$ cat src/rtl/bc_control_unit.sv
// bc_control_unit: timing-and-control sequencer for the basic computer.
// Runs the T0..T6 sequence counter, latches the indirect bit and decodes the
// IR, AC/DR/E flags and current T state into register strobes, the common-bus
// select, the memory write strobe and the ALU operation code.
//
// Ports:
//   clk, rst            - clock, asynchronous active-high reset
//   ir_outdata[15:0]    - instruction register (I, opcode, address/reg bits)
//   ac_outdata[15:0]    - AC, for sign/zero skip tests
//   dr_outdata[15:0]    - DR, for the ISZ zero test
//   e_outdata           - E flip-flop, for SZE
//   bus_sel[2:0]        - common-bus source select
//   ar_*/pc_*/dr_*/ac_*/ir_ld/e_clr - register strobes
//   mem_we              - write bus value to M[AR]
//   alu_code[3:0]       - ALU operation
//   halted              - set by HLT, cleared only by rst
//   sc_out[2:0]         - current T state
module bc_control_unit (
  input  logic        clk,
  input  logic        rst,
  input  logic [15:0] ir_outdata,
  input  logic [15:0] ac_outdata,
  input  logic [15:0] dr_outdata,
  input  logic        e_outdata,
  output logic [2:0]  bus_sel,
  output logic        ar_ld,
  output logic        ar_inc,
  output logic        pc_ld,
  output logic        pc_inc,
  output logic        dr_ld,
  output logic        dr_inc,
  output logic        ac_ld,
  output logic        ac_inc,
  output logic        ac_clr,
  output logic        ir_ld,
  output logic        e_clr,
  output logic        mem_we,
  output logic [3:0]  alu_code,
  output logic        halted,
  output logic [2:0]  sc_out
);

  localparam int unsigned WORD_W = 16;
  localparam int unsigned ADDR_W = 12;

  localparam logic [2:0] BUS_NONE = 3'd0;
  localparam logic [2:0] BUS_AR   = 3'd1;
  localparam logic [2:0] BUS_PC   = 3'd2;
  localparam logic [2:0] BUS_DR   = 3'd3;
  localparam logic [2:0] BUS_AC   = 3'd4;
  localparam logic [2:0] BUS_IR   = 3'd5;
  localparam logic [2:0] BUS_MEM  = 3'd7;

  localparam logic [3:0] ALU_IDLE = 4'b0000;
  localparam logic [3:0] ALU_AND  = 4'b0001;
  localparam logic [3:0] ALU_ADD  = 4'b0010;
  localparam logic [3:0] ALU_LDA  = 4'b0011;
  localparam logic [3:0] ALU_CMA  = 4'b1001;
  localparam logic [3:0] ALU_CME  = 4'b1010;
  localparam logic [3:0] ALU_CIR  = 4'b1011;
  localparam logic [3:0] ALU_CIL  = 4'b1100;
  localparam logic [3:0] ALU_INP  = 4'b1101;

  localparam logic [2:0] OP_AND = 3'd0;
  localparam logic [2:0] OP_ADD = 3'd1;
  localparam logic [2:0] OP_LDA = 3'd2;
  localparam logic [2:0] OP_STA = 3'd3;
  localparam logic [2:0] OP_BUN = 3'd4;
  localparam logic [2:0] OP_BSA = 3'd5;
  localparam logic [2:0] OP_ISZ = 3'd6;
  localparam logic [2:0] OP_REG = 3'd7;

  typedef enum logic [2:0] {
    T0 = 3'd0,
    T1 = 3'd1,
    T2 = 3'd2,
    T3 = 3'd3,
    T4 = 3'd4,
    T5 = 3'd5,
    T6 = 3'd6
  } sc_e;

  sc_e               sc;
  sc_e               sc_next;
  logic              i_ff;
  logic              i_latch;
  logic              halt_set;
  logic              sc_clr;
  logic [2:0]        opcode;
  logic [ADDR_W-1:0] ref_bits;
  logic              ac_zero;
  logic              dr_zero;

  assign opcode   = ir_outdata[14:12];
  assign ref_bits = ir_outdata[ADDR_W-1:0];
  assign ac_zero  = (ac_outdata == WORD_W'(0));
  assign dr_zero  = (dr_outdata == WORD_W'(0));
  assign sc_out   = sc;

  // Sequence counter, indirect flag and halt flag.
  always_ff @(posedge clk or posedge rst) begin
    if (rst) begin
      sc     <= T0;
      i_ff   <= 1'b0;
      halted <= 1'b0;
    end else begin
      sc <= sc_next;
      if (i_latch) begin
        i_ff <= ir_outdata[15];
      end
      if (halt_set) begin
        halted <= 1'b1;
      end
    end
  end

  // Next-state and strobe decode; everything idles during reset or halt.
  always_comb begin
    sc_next  = T0;
    sc_clr   = 1'b0;
    halt_set = 1'b0;
    i_latch  = 1'b0;
    bus_sel  = BUS_NONE;
    ar_ld    = 1'b0;
    ar_inc   = 1'b0;
    pc_ld    = 1'b0;
    pc_inc   = 1'b0;
    dr_ld    = 1'b0;
    dr_inc   = 1'b0;
    ac_ld    = 1'b0;
    ac_inc   = 1'b0;
    ac_clr   = 1'b0;
    ir_ld    = 1'b0;
    e_clr    = 1'b0;
    mem_we   = 1'b0;
    alu_code = ALU_IDLE;

    if (!rst && !halted) begin
      case (sc)
        T0: begin
          bus_sel = BUS_PC;
          ar_ld   = 1'b1;
        end
        T1: begin
          bus_sel = BUS_MEM;
          ir_ld   = 1'b1;
          pc_inc  = 1'b1;
        end
        T2: begin
          bus_sel = BUS_IR;
          ar_ld   = 1'b1;
          i_latch = 1'b1;
        end
        T3: begin
          if (opcode == OP_REG) begin
            sc_clr = 1'b1;
            if (!i_ff) begin
              // Register reference: highest set bit wins.
              if (ref_bits[11]) begin
                ac_clr = 1'b1;
              end else if (ref_bits[10]) begin
                e_clr = 1'b1;
              end else if (ref_bits[9]) begin
                alu_code = ALU_CMA;
                ac_ld    = 1'b1;
              end else if (ref_bits[8]) begin
                alu_code = ALU_CME;
              end else if (ref_bits[7]) begin
                alu_code = ALU_CIR;
                ac_ld    = 1'b1;
              end else if (ref_bits[6]) begin
                alu_code = ALU_CIL;
                ac_ld    = 1'b1;
              end else if (ref_bits[5]) begin
                ac_inc = 1'b1;
              end else if (ref_bits[4]) begin
                pc_inc = ~ac_outdata[15];
              end else if (ref_bits[3]) begin
                pc_inc = ac_outdata[15];
              end else if (ref_bits[2]) begin
                pc_inc = ac_zero;
              end else if (ref_bits[1]) begin
                pc_inc = ~e_outdata;
              end else if (ref_bits[0]) begin
                halt_set = 1'b1;
              end
            end else if (ref_bits[11]) begin
              alu_code = ALU_INP;
              ac_ld    = 1'b1;
            end
          end else if (i_ff) begin
            // Indirect: fetch the effective address.
            bus_sel = BUS_MEM;
            ar_ld   = 1'b1;
          end
        end
        T4: begin
          case (opcode)
            OP_AND, OP_ADD, OP_LDA, OP_ISZ: begin
              bus_sel = BUS_MEM;
              dr_ld   = 1'b1;
            end
            OP_STA: begin
              bus_sel = BUS_AC;
              mem_we  = 1'b1;
              sc_clr  = 1'b1;
            end
            OP_BUN: begin
              bus_sel = BUS_AR;
              pc_ld   = 1'b1;
              sc_clr  = 1'b1;
            end
            OP_BSA: begin
              bus_sel = BUS_PC;
              mem_we  = 1'b1;
              ar_inc  = 1'b1;
            end
            default: sc_clr = 1'b1;
          endcase
        end
        T5: begin
          case (opcode)
            OP_AND: begin
              alu_code = ALU_AND;
              ac_ld    = 1'b1;
              sc_clr   = 1'b1;
            end
            OP_ADD: begin
              alu_code = ALU_ADD;
              ac_ld    = 1'b1;
              sc_clr   = 1'b1;
            end
            OP_LDA: begin
              alu_code = ALU_LDA;
              ac_ld    = 1'b1;
              sc_clr   = 1'b1;
            end
            OP_BSA: begin
              bus_sel = BUS_AR;
              pc_ld   = 1'b1;
              sc_clr  = 1'b1;
            end
            OP_ISZ: begin
              dr_inc = 1'b1;
            end
            default: sc_clr = 1'b1;
          endcase
        end
        T6: begin
          sc_clr = 1'b1;
          if (opcode == OP_ISZ) begin
            bus_sel = BUS_DR;
            mem_we  = 1'b1;
            pc_inc  = dr_zero;
          end
        end
        default: sc_clr = 1'b1;
      endcase

      // T6 is the last legal state; anything at or above it wraps to T0.
      if (sc_clr || (sc >= T6)) begin
        sc_next = T0;
      end else begin
        sc_next = sc_e'(3'(sc) + 3'd1);
      end
    end
  end

endmodule

$ cat config.mk
export PLATFORM = sky130hd
export DESIGN_NAME = bc_control_unit
export DESIGN_NICKNAME = d
export VERILOG_FILES = /design/src/rtl/bc_control_unit.sv
export SDC_FILE = /design/constraint.sdc
export NUM_CORES = 1
export LEC_CHECK = 0
export CAP_MARGIN = 20
export CORE_MARGIN = 5
export CORE_UTILIZATION = 32
export DETAILED_ROUTE_END_ITERATION = 8
export GPL_ROUTABILITY_DRIVEN = 1
export PLACE_DENSITY = 0.8
export SYNTH_ARGS = -nofsm -noshare
export SYNTH_HDL_FRONTEND = slang
export SYNTH_SLANG_ARGS = --single-unit
$ cat constraint.sdc
create_clock -name clk -period 3 [get_ports clk]
set_clock_uncertainty 0.05 [all_clocks]
set_input_delay 0.6 -clock clk [delete_from_list [all_inputs] [get_ports clk]]
set_output_delay 0.6 -clock clk [all_outputs]
set_load 0.05 [all_outputs]
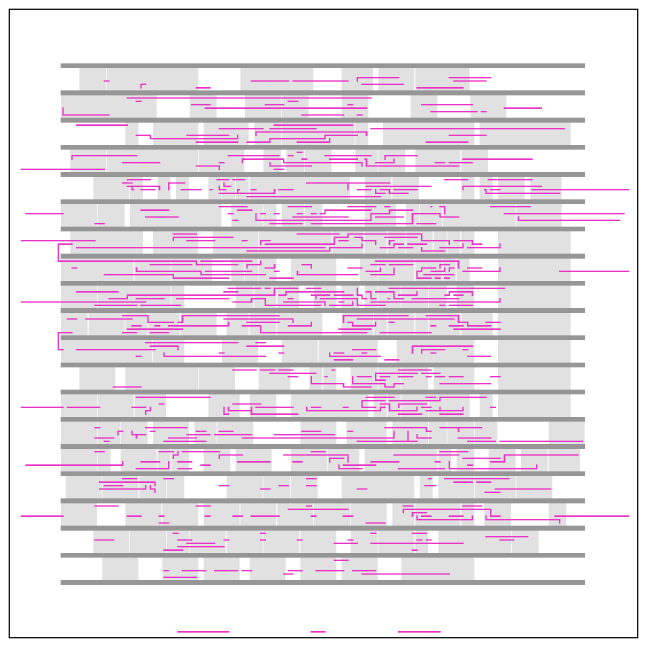
**Above:** run 1 (M1 wires).
(10 px per um) Supply wires on this layer in gray.
227 nets have wire on it. The layer carries 1490 um of wire. The layer holds 38% of the routed length. The longest straight run is 24.8 um.

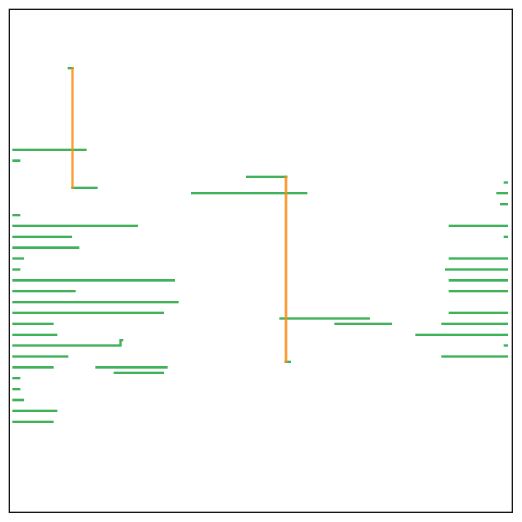
**Above:** run 1 (wiring by layer).
(8 px per um) Only two layers are drawn.
Key: orange = metal 4 [wire length 38.1 um]; green = metal 3 [wire length 286 um]

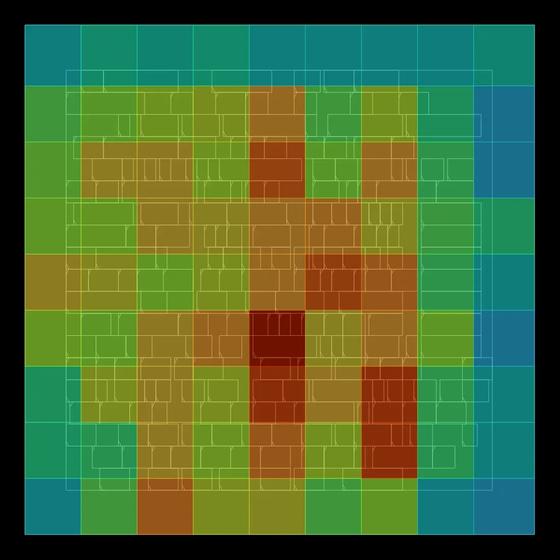
**Above:** run 1 (track usage over the die).
M2 GR Usage: 35.5%
All-Layer GR Usage: 19.3%
DR WL/cell: 16.2 um
GR peak layer: met2
met3 usage: 5.58%

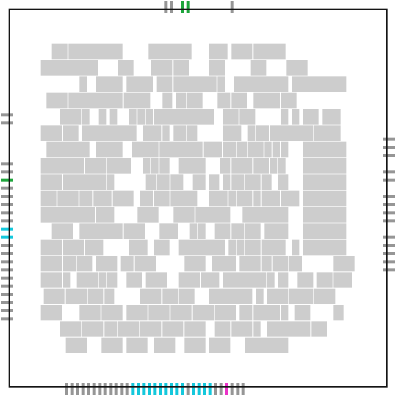
**Above:** run 1 (pin placement).
(6 px per um) Pins as bars across the die edge, other pins in gray.
Key: cyan = dr_outdata [pins 16, direction input, edge 14 south, 2 west]; magenta = e_clr [pins 1, direction output, edge south]; green = bus_sel [pins 3, direction output, edge 2 north, 1 west]

==> reports/metrics.cfg, run 1 <==
[critical_path]
worstPathRequired_ns=2.35
cpPeakStageDelay_ns=0.54
critPathLaunchType=input pin

[status]
status=completed

[logic_synthesis]
edf_count=0
aoi_share_pct=24.4
xor_area_share_pct=0
syn_inst=123
synth_area_um2=888
synth_flops=5
ys_sh_adder_pct=12.7

[pwr]
power_mw=0.994
p_per_area_nw_per_um2=474
pwr-share-seq_pct=14.1
peakVddDrop_v=0.000769
leakagePower_nw=0.808
switching_share_pct=51.2
pwr-share-clk_pct=7.9

[clocking]
cts_buffer_depth=2
clk_latency_ns=0.24
postCtsHoldBufs=0
clk_pin_slew_ns=0.04
tritoncts=done

[placement]
dp_hpwl_um=3260
dp.cells=239
port_buffers=73
pre_cts_slack_ns=-0.179
place_congestion=0.836
place_area_um2=2000

[die]
fp.dieH_um=62.7
rows=19
die-area_um2=3930

[route]
wirelength_um=3960
drt_iter0_drc=52
via_count=1319

[finish]
layout_top_cell=clkdlybuf4s50_1
diodes=0
stdcell_count=244
final_nets=274
layout_top_cells=clkdlybuf4s50_1, buf_12, nor2_1, buf_4

[final_timing]
fin_setup_tns_ns=0
slew_violations=0

[job]
tool_warnings=33

[global_routing]
grt_pass1_vias=1434

[run 1: cells by family (layout without fill, tap and decap cells)]
kind of cell | after synthesis | after routing
buffers and inverters | 13 | 103
and+or+nand+nor | 63 | 63
muxes | 2 | 2
DFF | 5 | 5
AOI/OAI and AO/OA | 31 | 31
adders and majority gates | 9 | 9
[run 1: layer usage]
layer	global-route usage, %	share of wire [%]	vias to the layer above
li1	-	-	650
met4	3.71	0.96	0
met2	35.5	54	52
met5	0	0	-
met3	5.58	7.2	4
met1	22.0	38	613
[run 1: state kept, by name (all words and copies together), names as in the netlist]
name and flops:
halted 1, i_ff 1, sc_out 3
[run 1: final timing paths]
kind,from,to,slack (ns),depth (start not counted)
max,ir_outdata[7],pc_inc,0.05,6
min,sc_out[0]$_DFF_PP0_,sc_out[0]$_DFF_PP0_,0.49,1
max reg2reg,sc_out[0]$_DFF_PP0_,sc_out[2]$_DFF_PP0_,0.86,5
min reg2reg,sc_out[0]$_DFF_PP0_,sc_out[0]$_DFF_PP0_,0.49,1
max in group asynchronous,rst,sc_out[0]$_DFF_PP0_,2.05,2
min in group asynchronous,rst,halted$_DFFE_PP0P_,0.65,2
[run 1: cell type report]
cell class	count	area [um2]
tap	31	38.8
multi-input combinational	105	826
inverter	9	33.8
timing repair buffer	90	1050
fill	192	612
sequential	5	126
clock buffer	4	26.3
[run 1: repair_timing]
item                                    in CTS  in global routing
pin swaps                                    6                  7
endpoints found under the setup margin       6                  6
buffers inserted                             0                  1
resized                                     13                 10
[run 1: power groups by stage]
stage | registers [mW] | clock network, mW | logic (mW)
global route | 0.147 | 0.0908 | 0.821
CTS | 0.134 | 0.0838 | 0.759
detailed placement | 0.135 | 0 | 0.754
finish | 0.140 | 0.0787 | 0.775
floorplan | 0.165 | 0 | 0.372
global placement | 0.133 | 0 | 0.734
[run 1: critical path: cells and delay by family]
family                 cells  cell delay [ns]
and+or+nand+nor            3             1.14
AOI/OAI and AO/OA          1             0.23
buffers and inverters      2             0.33
[run 1: synthesized netlist by cell type (3+ instances only)]
master,instances,share of area [%]
nor4_1,6,4.2
clkbuf_1,4,1.7
dfrtp_1,5,14
nand3_1,5,2.8
o21ai_0,4,2.3
nor3_1,5,2.8
nand2_1,8,3.4
inv_1,9,3.8
or4_1,3,2.5
a31oi_1,4,2.8
a21oi_1,5,2.8
nand3b_1,4,3.4
nor2_1,16,6.8
ha_1,9,13
**Run 1: met3 routing**

(6 px per um)
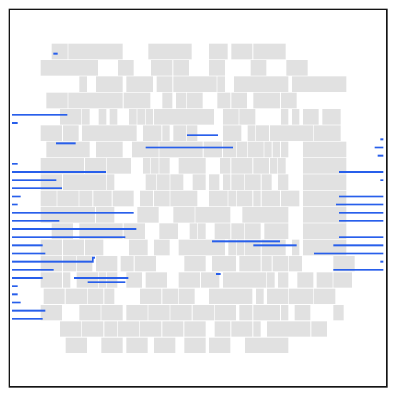

==> run 2: changes to the inputs <==
--- a/config.mk
+++ b/config.mk
@@ -7,10 +7,10 @@
 export LEC_CHECK = 0
 export CAP_MARGIN = 20
 export CORE_MARGIN = 5
-export CORE_UTILIZATION = 32
+export CORE_UTILIZATION = 35
 export DETAILED_ROUTE_END_ITERATION = 8
 export GPL_ROUTABILITY_DRIVEN = 1
-export PLACE_DENSITY = 0.8
+export PLACE_DENSITY = 0.86
 export SYNTH_ARGS = -nofsm -noshare
 export SYNTH_HDL_FRONTEND = slang
 export SYNTH_SLANG_ARGS = --single-unit
==> constraint.sdc (replaced) <==
create_clock -name clk -period 3.6 [get_ports clk]
set_clock_uncertainty 0.05 [all_clocks]
set_input_delay 0.72 -clock clk [delete_from_list [all_inputs] [get_ports clk]]
set_output_delay 0.72 -clock clk [all_outputs]
set_load 0.05 [all_outputs]
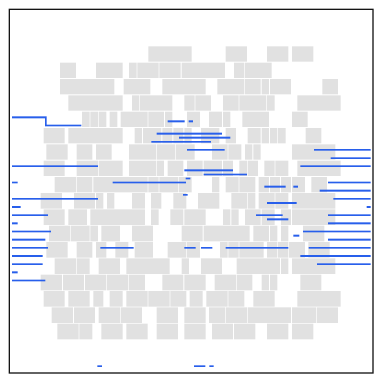
**Above:** run 2 (met3 routing).
(6 px per um)
The longest straight run is 14.0 um. The layer holds 8.4% of the routed length. The layer carries 293 um of wire.
Routed WL: 3490 um
met3 usage: 2.55%
vias post-DR: 1255

==> run 2 against run 1 <==
Net effect:
- critical path depth stayed put
- power shrank 23%
- sequential power fell by 18%
- largest cell class unchanged
- largest power group unchanged
==> reports/metrics.cfg, run 2 <==
[status]
status=completed  ; unchanged

[placement]
dp_hpwl_um=3060  ; was 3260 um
place_area_um2=1780  ; was 2000 um2
place_congestion=0.978  ; was 0.836
port_buffers=73  ; unchanged

[global_routing]
grt_max_degree=13  ; was 12
grt-busiest-layer=met2  ; unchanged
track_usage_pct=18.7  ; was 19.3%
grt_pass1_vias=1257  ; was 1434
use_met1_pct=20.2  ; was 22.0%
use_met2_pct=36.1  ; was 35.5%
grt_overflow_total=0  ; unchanged

[clocking]
tritoncts=done  ; unchanged
postCtsSetupBuffers=0  ; unchanged
cts_sinks=5  ; unchanged
postCtsResizedCells=0  ; was 13
clk_latency_ns=0.23  ; was 0.24 ns
cts_buffer_depth=2  ; unchanged
root_buffer=clkbuf_4  ; unchanged
clk_pin_slew_ns=0.04  ; about the same
postCtsHoldBufs=0  ; unchanged

[final_timing]
fin_setup_tns_ns=0  ; unchanged
maxSlewHeadroom_pct=56.4  ; was 49.3%
tightest_slew_ns=0.645  ; was 0.751 ns
grt_setup_unrepaired=false
slew_violations=0  ; unchanged
finalCriticalPeriod_ns=3.48
final-setup-viol-count=0  ; unchanged

[logic_synthesis]
synth_area_um2=888  ; unchanged
synth_flops=5  ; unchanged
ys.warnings.count=0  ; unchanged
edf_count=0  ; unchanged
topCellsByArea=dfrtp_1, ha_1, nor2_1  ; unchanged
top_cell=nor2_1  ; unchanged
fp_nets=183  ; unchanged
netlist.area_leader.share_pct=14.1  ; unchanged
syn_inst=123  ; unchanged
avgSynthCellArea_um2=7.22  ; unchanged
ys_async_sr_fraction_pct=100  ; unchanged
synth_top_flop_cell=dfrtp_1  ; unchanged
synth.top_cells.by_count=nor2_1, ha_1, inv_1, nand2_1, nor4_1  ; unchanged
yosysTopAreaCell=dfrtp_1  ; unchanged
synth_cell_types=41  ; unchanged

[finish]
layout_top_cells=clkdlybuf4s50_1, nor2_1, buf_12, inv_1, ha_1  ; was clkdlybuf4s50_1, buf_12, nor2_1, buf_4
fillCellCount=201  ; was 192
synthToLayoutAreaGrowth_pct=103  ; was 136%
final_core_util_pct=73.6  ; was 77.4%
diodes=0  ; unchanged
final_nets=259  ; was 274
largest_reg_flops=3  ; unchanged
layout_top_cell=clkdlybuf4s50_1  ; unchanged

[critical_path]
r2r_cells=5  ; unchanged
ff2ff_setup_slack_ns=1.46  ; was 0.86 ns
critPathLaunchType=input pin  ; unchanged
worstPathRequired_ns=2.83  ; was 2.35 ns
arrival_ns=2.71  ; was 2.30 ns
crit_start=ir_outdata[7]  ; unchanged
reg2reg_to=sc_out[0]$_DFF_PP0_  ; was sc_out[2]$_DFF_PP0_
reg2reg_from=sc_out[2]$_DFF_PP0_  ; was sc_out[0]$_DFF_PP0_
critPathKind=in -> out  ; unchanged

[pwr]
leakagePower_nw=0.697  ; was 0.808 nW
p_per_area_nw_per_um2=422  ; was 474 nW/um2
peakVddDrop_v=0.000486  ; was 0.000769 V
power_mw=0.763  ; was 0.994 mW

[worst_hold_path]
hp-start=halted$_DFFE_PP0P_  ; was sc_out[0]$_DFF_PP0_
worst_hold_path.endpoint=halted$_DFFE_PP0P_  ; was sc_out[0]$_DFF_PP0_
holdPathStages=1  ; unchanged

[die]
die-area_um2=3650  ; was 3930 um2
io_pins=74  ; unchanged
fp.dieH_um=60.4  ; was 62.7 um
rows=18  ; was 19

[route]
wl_per_cell_um=15.3  ; was 16.2 um
first_pass_iters=4  ; unchanged
drt_iter0_drc=80  ; was 52

[job]
tool_warnings=32  ; was 33

==> run 2: cell counts after synthesis <==
Identical to the previous run, type by type.
==> run 2: metal layers <==
layer,wire length [um],up-vias
met4,89,0
met1,1250,562
met2,1860,65
met3,293,12
met5,0,-
li1,-,616
==> run 2: stage by stage <==
step	hold WS (ns)	setup WS [ns]	std cells
after floorplan	0.449	0.0556	123
after global placement	0.496	0.173	224
after detailed placement	0.481	0.120	224
after CTS	0.495	0.110	228
after global routing	0.531	0.0360	228
final	0.493	0.123	228
==> run 2: worst max-delay path by stage <==
stage | endpoint | slack, ns | cells past startpoint
2_1_floorplan | e_clr | 0.06 | 7
3_3_place_gp | pc_inc | 0.17 | 6
4_1_cts | pc_inc | 0.11 | 6
6_report | pc_inc | 0.12 | 6
3_5_place_dp | pc_inc | 0.12 | 6
5_1_grt | pc_inc | 0.04 | 6
==> run 2: kinds of logic after synthesis <==
kind of cell             share of synthesized area [%]
AND/OR/NAND/NOR                                   41.0
AND-OR/OR-AND                                     24.4
buffers and inverters                             5.49
adder cells (fa/ha/maj)                           12.7
flip-flops                                        14.1
multiplexers                                      2.39
==> run 2: area by class of cell <==
cell class	count	area [um2]	area share (%)
clock buffers	4	26.3	1.45
inverters	9	33.8	1.87
repair buffers	75	863	47.8
well taps	30	37.5	2.08
multi-input cells	105	721	39.9
flip-flops and latches	5	125	6.93
==> run 2: where the power goes <==
part           total, mW  internal (mW)  switching [mW]
sequential         0.115         0.0747          0.0400
clock             0.0613         0.0417          0.0196
combinational      0.586          0.257           0.330
==> run 2: worst max-delay path: stages <==
cell and delay, ns:
clkdlybuf4s50_1 0.46, or4_4 0.56, or3_4 0.36, nor4_4 0.24, a31o_1 0.22, buf_12 0.14
**Run 2: M1 wires**

(10 px per um) Supply wires on this layer in gray.
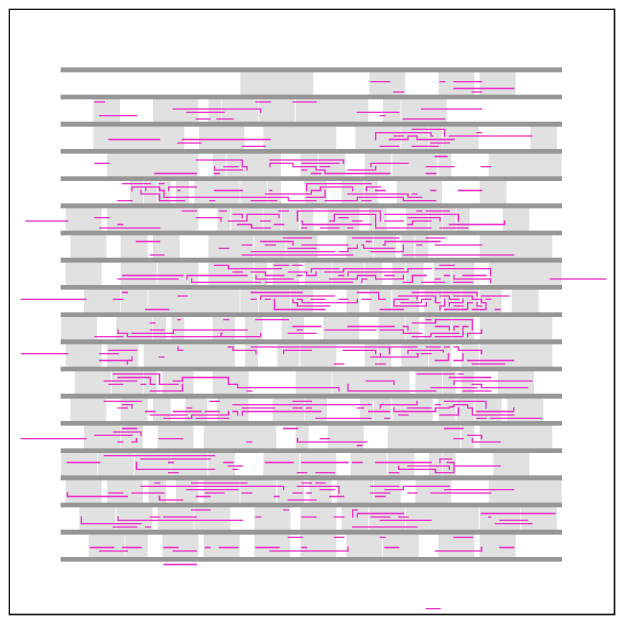

==> run 3: changes to the inputs <==
--- a/config.mk
+++ b/config.mk
@@ -10,6 +10,7 @@
 export CORE_UTILIZATION = 35
 export DETAILED_ROUTE_END_ITERATION = 8
 export GPL_ROUTABILITY_DRIVEN = 1
+export GPL_TIMING_DRIVEN = 0
 export PLACE_DENSITY = 0.86
 export SYNTH_ARGS = -nofsm -noshare
 export SYNTH_HDL_FRONTEND = slang
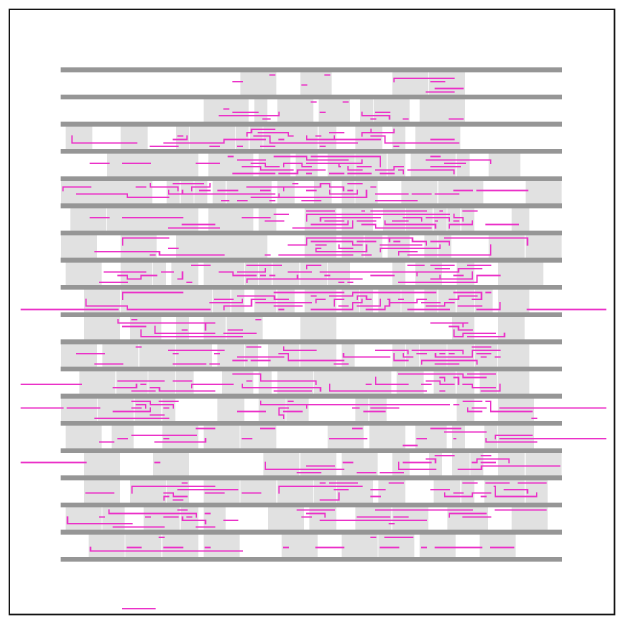
**Above:** run 3 (M1 wires).
(10 px per um) Supply wires on this layer in gray.
The layer holds 39% of the routed length. 218 nets have wire on it.

==> run 3 against run 2 <==
Net effect:
- cell count is 0.88% higher
- die area unchanged
- count of clock-buffer cells in the layout unchanged
- critical endpoint is now ac_inc
- register-to-register slack worse by 0.13 ns
- worst hold slack better by 0.0019 ns
- sequential share of layout area rose by 0.60 points
- sequential power fell by about 20%
- largest power group unchanged
- routed wire length shrank 6.4%
- combinational power fell by 9.9%
- non-clock buffer count is 2 higher
==> reports/metrics.cfg, run 3 <==
[status]
status=completed  ; unchanged

[logic_synthesis]
avgSynthCellArea_um2=7.22  ; unchanged
syn_inst=123  ; unchanged
topCellsByArea=dfrtp_1, ha_1, nor2_1  ; unchanged
top_cell=nor2_1  ; unchanged
synth_area_um2=888  ; unchanged
synth_chip_area_um2=888  ; unchanged
yosysTopAreaCell=dfrtp_1  ; unchanged
synth_top_flop_cell=dfrtp_1  ; unchanged
netlist.area_leader.share_pct=14.1  ; unchanged
synth.top_cells.by_count=nor2_1, ha_1, inv_1, nand2_1, nor4_1  ; unchanged
edf_count=0  ; unchanged
fp_nets=183  ; unchanged
synth_flops=5  ; unchanged
synth_cell_types=41  ; unchanged
ys_async_sr_fraction_pct=100  ; unchanged
ys.warnings.count=0  ; unchanged

[finish]
final_core_util_pct=67.7  ; was 73.6%
drive_above_1_share_pct=7.50  ; was 15.2%
seq_area_um2=125  ; unchanged
largest_reg_flops=3  ; unchanged
post-route-cell-area_um2=1660  ; was 1810 um2
layout_top_cell=clkdlybuf4s50_1  ; unchanged
layout_top_cells=clkdlybuf4s50_1, nor2_1, inv_1, ha_1, nand2_1  ; was clkdlybuf4s50_1, nor2_1, buf_12, inv_1, ha_1
stdcell_count=230  ; was 228
diodes=0  ; unchanged
final_nets=261  ; was 259
logic_area_um2=721  ; unchanged
synthToLayoutAreaGrowth_pct=87.2  ; was 103%
fillCellCount=210  ; was 201

[job]
tool_warnings=32  ; unchanged
max_cap_viol_count=0  ; unchanged

[die]
fp.dieH_um=60.4  ; unchanged
dieWidth_um=60.4  ; unchanged
die-area_um2=3650  ; unchanged
rows=18  ; unchanged
io_pins=74  ; unchanged

[pwr]
comb_power_share_pct=76.8  ; was 76.9%
p_int_mw=0.313  ; was 0.373 mW
switching_power_mw=0.374  ; was 0.389 mW
peakVddDrop_v=0.000479  ; was 0.000486 V
pwr-share-seq_pct=13.9  ; was 15.0%
switching_share_pct=54.5  ; was 51.1%
p_per_area_nw_per_um2=413  ; was 422 nW/um2
leakagePower_nw=0.678  ; was 0.697 nW
pwr-share-clk_pct=9.3  ; was 8.0%

[placement]
dp.cells=226  ; was 224
dp_hpwl_um=2890  ; was 3060 um
place_congestion=0.907  ; was 0.978
port_buffers=73  ; unchanged
place_area_um2=1660  ; was 1780 um2

[worst_hold_path]
hold_path_class=reg -> reg  ; unchanged

[critical_path]
critPathKind=in -> out  ; unchanged
arrival_ns=2.78  ; was 2.71 ns
critPathLaunchType=input pin  ; unchanged
end_kind=output pin  ; unchanged
crit_fanout=3  ; unchanged
worstPathRequired_ns=2.83  ; about the same

[final_timing]
finalCriticalPeriod_ns=3.55  ; was 3.48 ns
fin_setup_tns_ns=0  ; unchanged
period_used_pct=98.7  ; was 96.6%
tightest_slew_ns=0.646  ; was 0.645 ns
slew_violations=0  ; unchanged
maxSlewHeadroom_pct=56.4  ; about the same
grt_setup_unrepaired=false  ; unchanged
fmax_ghz=0.281  ; was 0.288 GHz
final-setup-viol-count=0  ; unchanged

[clocking]
clk_pin_slew_ns=0.04  ; about the same
htree_num_levels=1  ; unchanged
clk_latency_ns=0.24  ; was 0.23 ns
postCtsSetupBuffers=0  ; unchanged
tritoncts=done  ; unchanged
cts_buffer_depth=2  ; unchanged
postCtsHoldBufs=0  ; unchanged
cts_sinks=5  ; unchanged
root_buffer=clkbuf_4  ; unchanged

[global_routing]
grt_max_degree=11  ; was 13
track_usage_pct=17.6  ; was 18.7%
grt_overflow_total=0  ; unchanged
antenna_found_initial=0  ; unchanged
grt_pass1_vias=1206  ; was 1257

[route]
drc=0  ; unchanged
wirelength_um=3270  ; was 3490 um
via_count=1215  ; was 1255
drt_iter0_drc=34  ; was 80
first_pass_iters=4  ; unchanged
via_per_inst=5.28  ; was 5.50
postRouteAntennaNets=0  ; unchanged
wl_per_cell_um=14.2  ; was 15.3 um

run 3: cell families (layout without fill, tap and decap cells):
kind of cell / Yosys count / in the layout / synth area share [%]
AOI/OAI and AO/OA: 31 / 31 / 24.4
adders and majority gates: 9 / 9 / 12.7
buffers and inverters: 13 / 90 / 5.49
DFF: 5 / 5 / 14.1
muxes: 2 / 2 / 2.39
and+or+nand+nor: 63 / 63 / 41.0
run 3: cell type report:
type / count / area share [%]
multi-input cells: 105 / 43.3
repair buffers: 73 / 42.4
plain buffers: 4 / 0.903
well taps: 30 / 2.26
flip-flops and latches: 5 / 7.52
clock buffers: 4 / 1.58
inverters: 9 / 2.03
run 3: critical path: stages:
cell and delay [ns]:
clkdlybuf4s50_1 0.46, or4_4 0.54, or3_4 0.37, nor3_1 0.17, clkdlybuf4s15_1 0.52
run 3: routing by layer:
| metal | vias to the layer above | track usage [%] | wire length, um |
|---|---|---|---|
| li1 | 627 | - | - |
| met2 | 50 | 34.3 | 1700 |
| met4 | 0 | 5.38 | 79 |
| met3 | 8 | 2.77 | 217 |
| met1 | 530 | 19.3 | 1280 |
| met5 | - | 0 | 0 |
run 3: worst paths after layout:
check | start | endpoint | slack [ns] | depth (start not counted)
max in group asynchronous | rst | sc_out[1]$_DFF_PP0_ | 2.60 | 2
hold reg to reg | halted$_DFFE_PP0P_ | halted$_DFFE_PP0P_ | 0.49 | 1
min in group asynchronous | rst | halted$_DFFE_PP0P_ | 0.73 | 2
hold / removal | halted$_DFFE_PP0P_ | halted$_DFFE_PP0P_ | 0.49 | 1
setup reg to reg | sc_out[2]$_DFF_PP0_ | sc_out[0]$_DFF_PP0_ | 1.33 | 6
setup / recovery | ir_outdata[6] | ac_inc | 0.05 | 5
run 3: power groups by stage:
stage                     combinational (mW)  clock (mW)  sequential, mW
after global routing                   0.566      0.0709          0.0994
final                                  0.528      0.0636          0.0957
after floorplan                        0.307           0           0.137
after global placement                 0.534           0          0.0953
after detailed placement               0.545           0          0.0970
after CTS                              0.527      0.0660          0.0962
run 3: what timing repair did:
item | CTS | global route
endpoints found under the hold margin | 0 | 0
endpoints found under the setup margin | 13 | 7
gates resized | 23 | 11
run 3: through the flow:
stage | hold WS [ns] | setup slack (ns) | total power [mW]
after floorplan | 0.449 | 0.0556 | 0.444
after global placement | 0.488 | -0.473 | 0.629
after detailed placement | 0.479 | -0.490 | 0.642
after CTS | 0.494 | 0.0149 | 0.689
after global routing | 0.514 | 0.00128 | 0.736
final | 0.495 | 0.0472 | 0.687
Power figures rest on the tool's default switching activity, not on a simulated workload.
